==> config.mk <==
export PLATFORM = sky130hd
export DESIGN_NAME = alu_issue_stage
export DESIGN_NICKNAME = d
export VERILOG_FILES = /design/src/rtl/alu_issue_stage.sv
export SDC_FILE = /design/constraint.sdc
export NUM_CORES = 1
export LEC_CHECK = 0
export CORE_ASPECT_RATIO = 1.4
export CORE_UTILIZATION = 30
export CTS_CLUSTER_SIZE = 16
export DETAILED_ROUTE_END_ITERATION = 16
export GPL_TIMING_DRIVEN = 1
export SYNTH_ARGS = -nofsm -noshare
export SYNTH_HDL_FRONTEND = slang
export SYNTH_SLANG_ARGS = --single-unit
==> constraint.sdc <==
create_clock -name clk -period 6.9 [get_ports clk]
set_input_delay 1.38 -clock clk [delete_from_list [all_inputs] [get_ports clk]]
set_output_delay 1.38 -clock clk [all_outputs]
set_load 0.02 [all_outputs]
I/O nets highlighted:
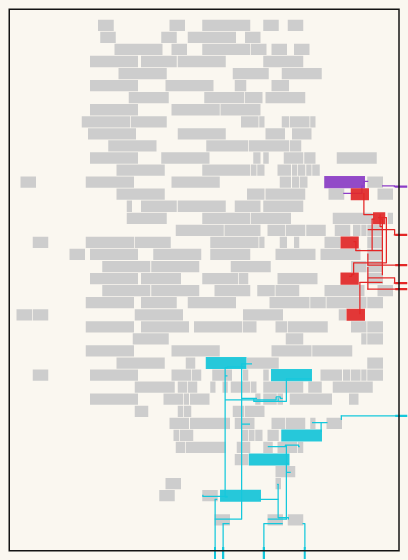
port	color	bits	direction	edge	end cells	wire
`level`	cyan	5	output	4 south, 1 east	5	220 um
`res_carry`	purple	1	output	east	1	10.7 um
`alu_f`	red	4	input	east	5	110 um
num ports: 44
number of buffers inserted by port buffering: 42

Wiring heat map:
Bar = 20 um. The die is cut into 18 by 24 equal tiles; dark purple is low, yellow is high, scaled to the fullest tile. Values are wire area over tile area, all layers added.
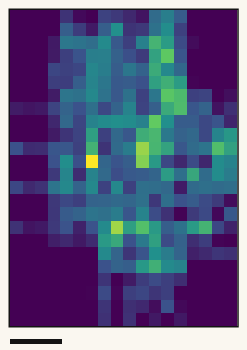
densest ninth of the die	center
nearly empty tiles	33%
fullest tile	0.37
mean over tiles	0.077
vias after detailed routing: 1605
Routed WL per cell: 14.2 um

Drive-strength map:
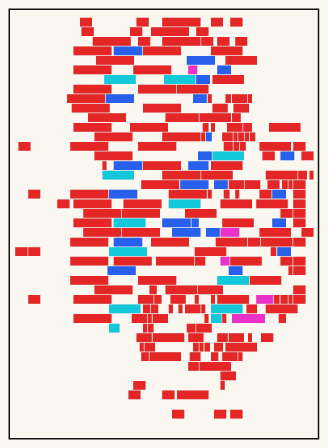
size	color	cells	share	most used
x1 and smaller	red	195	83%	edfxtp_1
x2	blue	24	10%	mux2_2
x3 and x4	magenta	5	2.1%	clkinvlp_4
x6 and larger	cyan	12	5.1%	clkbuf_16
PnR worst setup slack: 2.97 ns
relative area change from synthesis to final layout: 27.6%
final design instance area without fill: 3920 um2

Cell classes on the final placement:
Bar = 20 um.
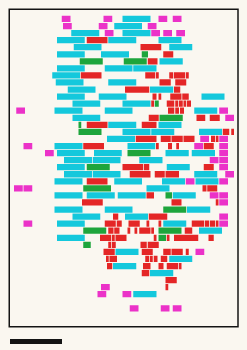
class	color	cells	share of their area
remaining buffers and delay cells	magenta	42	11%
clock drivers and dummy loads	green	16	7.9%
registers	cyan	72	54%
remaining logic cells	red	106	27%
Seq/total area: 51.5%
area of the core: 9950 um2

Routing congestion map:
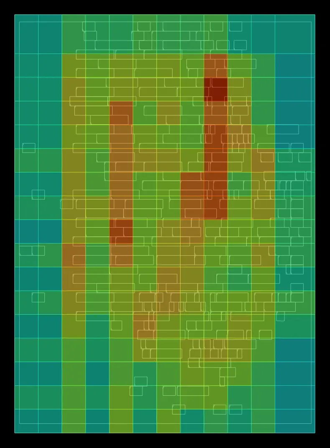
met3 Resource Use GR: 3.46%
highest-utilization routing layer at the global route stage: met2
final core utilization: 39.4%
global routing met2 resource utilization: 18.7%

==> results_dict.tcl <==
# collected from the flow reports
set metrics [dict create \
    num-nets-final 268 \
    clock_tree.root_cell "sky130_fd_sc_hd__clkbuf_16" \
    die-width_um 87.6 \
    yosys-dominant-comb-family "multiplexers" \
    yosys.area_share.simple_pct 4.07 \
    drtAntennaViolNets 0 \
    status "complete, no violations" \
    clkLatencyLatePin_ns 0.33 \
    synthDominantCellAreaShare_pct 43.0 \
    timing.max_cap.violations 0 \
    warnings 33 \
    wire_length_of_the_first_global_routing_pass_mm 8.67 \
    timing_worst_slew_pin_value_ns 1.10 \
    yosysSeqAreaShare_pct 65.8 \
    finalClockPeriodUsage_pct 57.0 \
    ranking_of_synthesized_cells_by_instance_count "sky130_fd_sc_hd__edfxtp_1, sky130_fd_sc_hd__dfrtp_1, sky130_fd_sc_hd__inv_1" \
    largest_reg_flops 44 \
    top_cell "sky130_fd_sc_hd__edfxtp_1" \
    xor_share_pct 1.95 \
    clock_tree.buffer_depth 2 \
    ys_top_cells_by_area "sky130_fd_sc_hd__edfxtp_1, sky130_fd_sc_hd__dfrtp_1, sky130_fd_sc_hd__mux4_2" \
    initial_utilization_pct 30.9 \
    power.static_leakage_nw 1.50 \
    report.final.hold_viol_count 0 \
    synthArstFlopShare_pct 38.9 \
    yosys.area.top_type "sky130_fd_sc_hd__edfxtp_1" \
    globalRouteOverflowTotal 0 \
    ys_cells 183 \
    post-dp-hpwl_mm 3.69 \
    synth_cell_type_count 38 \
    vias_per_cell 4.33 \
    path_max_fanout 17 \
    synth-area-yosys_um2 3070 \
    syn_area_um2 3070 \
    r2r.worst_path.cells 12 \
    cts_post_setup_buffers_inserted 0 \
    synth-edff-count 44 \
    ff_type "sky130_fd_sc_hd__edfxtp_1" \
    yosys.area_share.aoi_pct 4.40 \
    slew-limit-headroom_pct 26.8 \
    max_freq_mhz 254 \
    cts_resized 0 \
    final-max-slew-violation-count 0 \
    first_global_vias 1727 \
    synth.avg_cell_area_um2 16.8 \
    maximum_number_of_pins_on_one_net_before_global_route_repair 29 \
    cts_max_level 3 \
    power.density_nw_per_um2 464 \
    die-height_um 122 \
    path_class "in -> reg" \
    synth.mux.area_fraction_pct 12.7 \
    clock_skew_ns 0.00498 \
    critical_path.startpoint_type "input port" \
    fin_hold_ws_ns 0.487 \
    wirelength_routed_mm 5.27 \
    placement.setup.worst_slack_ns 2.60 \
    n_diodes 0 \
    detail_route.drc_violations 0 \
    synth-seq-cells 72 \
    clock_slew_seen_by_the_registers_of_the_worst_setup_and_hold_paths_ns 0.06 \
    adder_share_pct 7.57 \
    drt_first_pass_iters 4 \
    yosys_warnings 0 \
    cp_data_required_time_ns 7.15 \
    hold_path_depth 2 \
    finalWeightedCongestion 0.691 \
    final_setup_violation_count 0 \
    min_path_type "reg -> reg" \
    floorplan.rows 43 \
    1st_iter_drt_viols 50 \
    drive_gt1_share_pct 17.4 \
    timing.reg2reg.setup_slack_ns 3.94 \
    final.min_clock_period_ns 3.93 \
    globalRouteMet1Util_pct 12.8 \
    grt_usage_pct 11.2 \
    tritoncts "yes" \
    data_arrival_time_of_the_worst_path_ns 4.19 \
    totalNegativeSetupSlack_ns 0 \
    setup.worst_path.end_class "flop" \
    antenna_violations_before_repair 0 \
    cts-buffers-inserted 9 \
    cts_hold_buffers 0 \
    rsz0062_at_grt "false" \
    dieArea_um2 10700 \
    synth_nets 220 \
    clock_sink_count 72 \
    syn_inst 183 \
    max-vdd-ir-drop_mv 0.127 \
]
-- per-layer routing --
metal,share of wire (%),vias up
met4,2.5,0
met2,52,35
met1,42,783
met5,0,-
met3,3.6,9
li1,-,778
-- worst max-delay path: stages --
cell                              delay, ns
sky130_fd_sc_hd__clkdlybuf4s50_1       0.52
sky130_fd_sc_hd__nor2b_4               0.06
sky130_fd_sc_hd__a311oi_4              0.76
sky130_fd_sc_hd__ha_1                  0.37
sky130_fd_sc_hd__inv_1                 0.05
sky130_fd_sc_hd__ha_1                  0.15
sky130_fd_sc_hd__inv_1                 0.06
sky130_fd_sc_hd__fa_1                  0.41
sky130_fd_sc_hd__inv_1                 0.07
sky130_fd_sc_hd__a21oi_1               0.06
sky130_fd_sc_hd__o21bai_1              0.15
sky130_fd_sc_hd__xnor2_1               0.13
-- final cells by class --
class / instances / area (um2)
inverter: 18 / 67.6
clock inverter: 6 / 67.6
tap: 135 / 169
clock buffer: 10 / 229
sequential: 72 / 2020
fill: 906 / 6030
multi-input combinational: 88 / 947
timing repair buffer: 42 / 420
-- where the power goes --
part	switching (mW)	internal, mW	total, mW
Combinational	0.324	0.368	0.691
Sequential	0.107	0.563	0.670
Clock	0.175	0.281	0.457
-- placed cells by master (no fill, tap or decap), types with 2 or more instances in the layout --
master	count
sky130_fd_sc_hd__xnor2_1	3
sky130_fd_sc_hd__ha_1	17
sky130_fd_sc_hd__inv_6	2
sky130_fd_sc_hd__edfxtp_1	44
sky130_fd_sc_hd__nand2_1	5
sky130_fd_sc_hd__a21oi_1	3
sky130_fd_sc_hd__and3_1	4
sky130_fd_sc_hd__clkdlybuf4s50_1	42
sky130_fd_sc_hd__nor2_1	2
sky130_fd_sc_hd__xor2_1	2
sky130_fd_sc_hd__nand2b_1	2
sky130_fd_sc_hd__o21ai_0	9
sky130_fd_sc_hd__clkbuf_16	9
sky130_fd_sc_hd__dfrtp_1	28
sky130_fd_sc_hd__mux2_2	11
sky130_fd_sc_hd__inv_1	18
sky130_fd_sc_hd__clkinvlp_4	2
sky130_fd_sc_hd__mux4_2	10
-- through the flow --
stage	cell area, um2	total power [mW]	std cells
after floorplan	3070	1.14	183
after global placement	3630	1.37	355
after detailed placement	3630	1.39	355
after CTS	3920	1.85	371
after global routing	3920	1.95	371
final	3920	1.82	371
-- logic make-up (layout without fill, tap and decap cells) --
family | count (synthesis) | count (layout)
AOI/OAI and AO/OA | 19 | 19
xor gates and xnor gates | 6 | 6
adders and majority gates | 18 | 18
buffers and inverters | 23 | 76
DFF | 72 | 72
muxes | 23 | 23
other | 1 | 1
and+or+nand+nor | 21 | 21
Power and IR drop assume default switching activity.
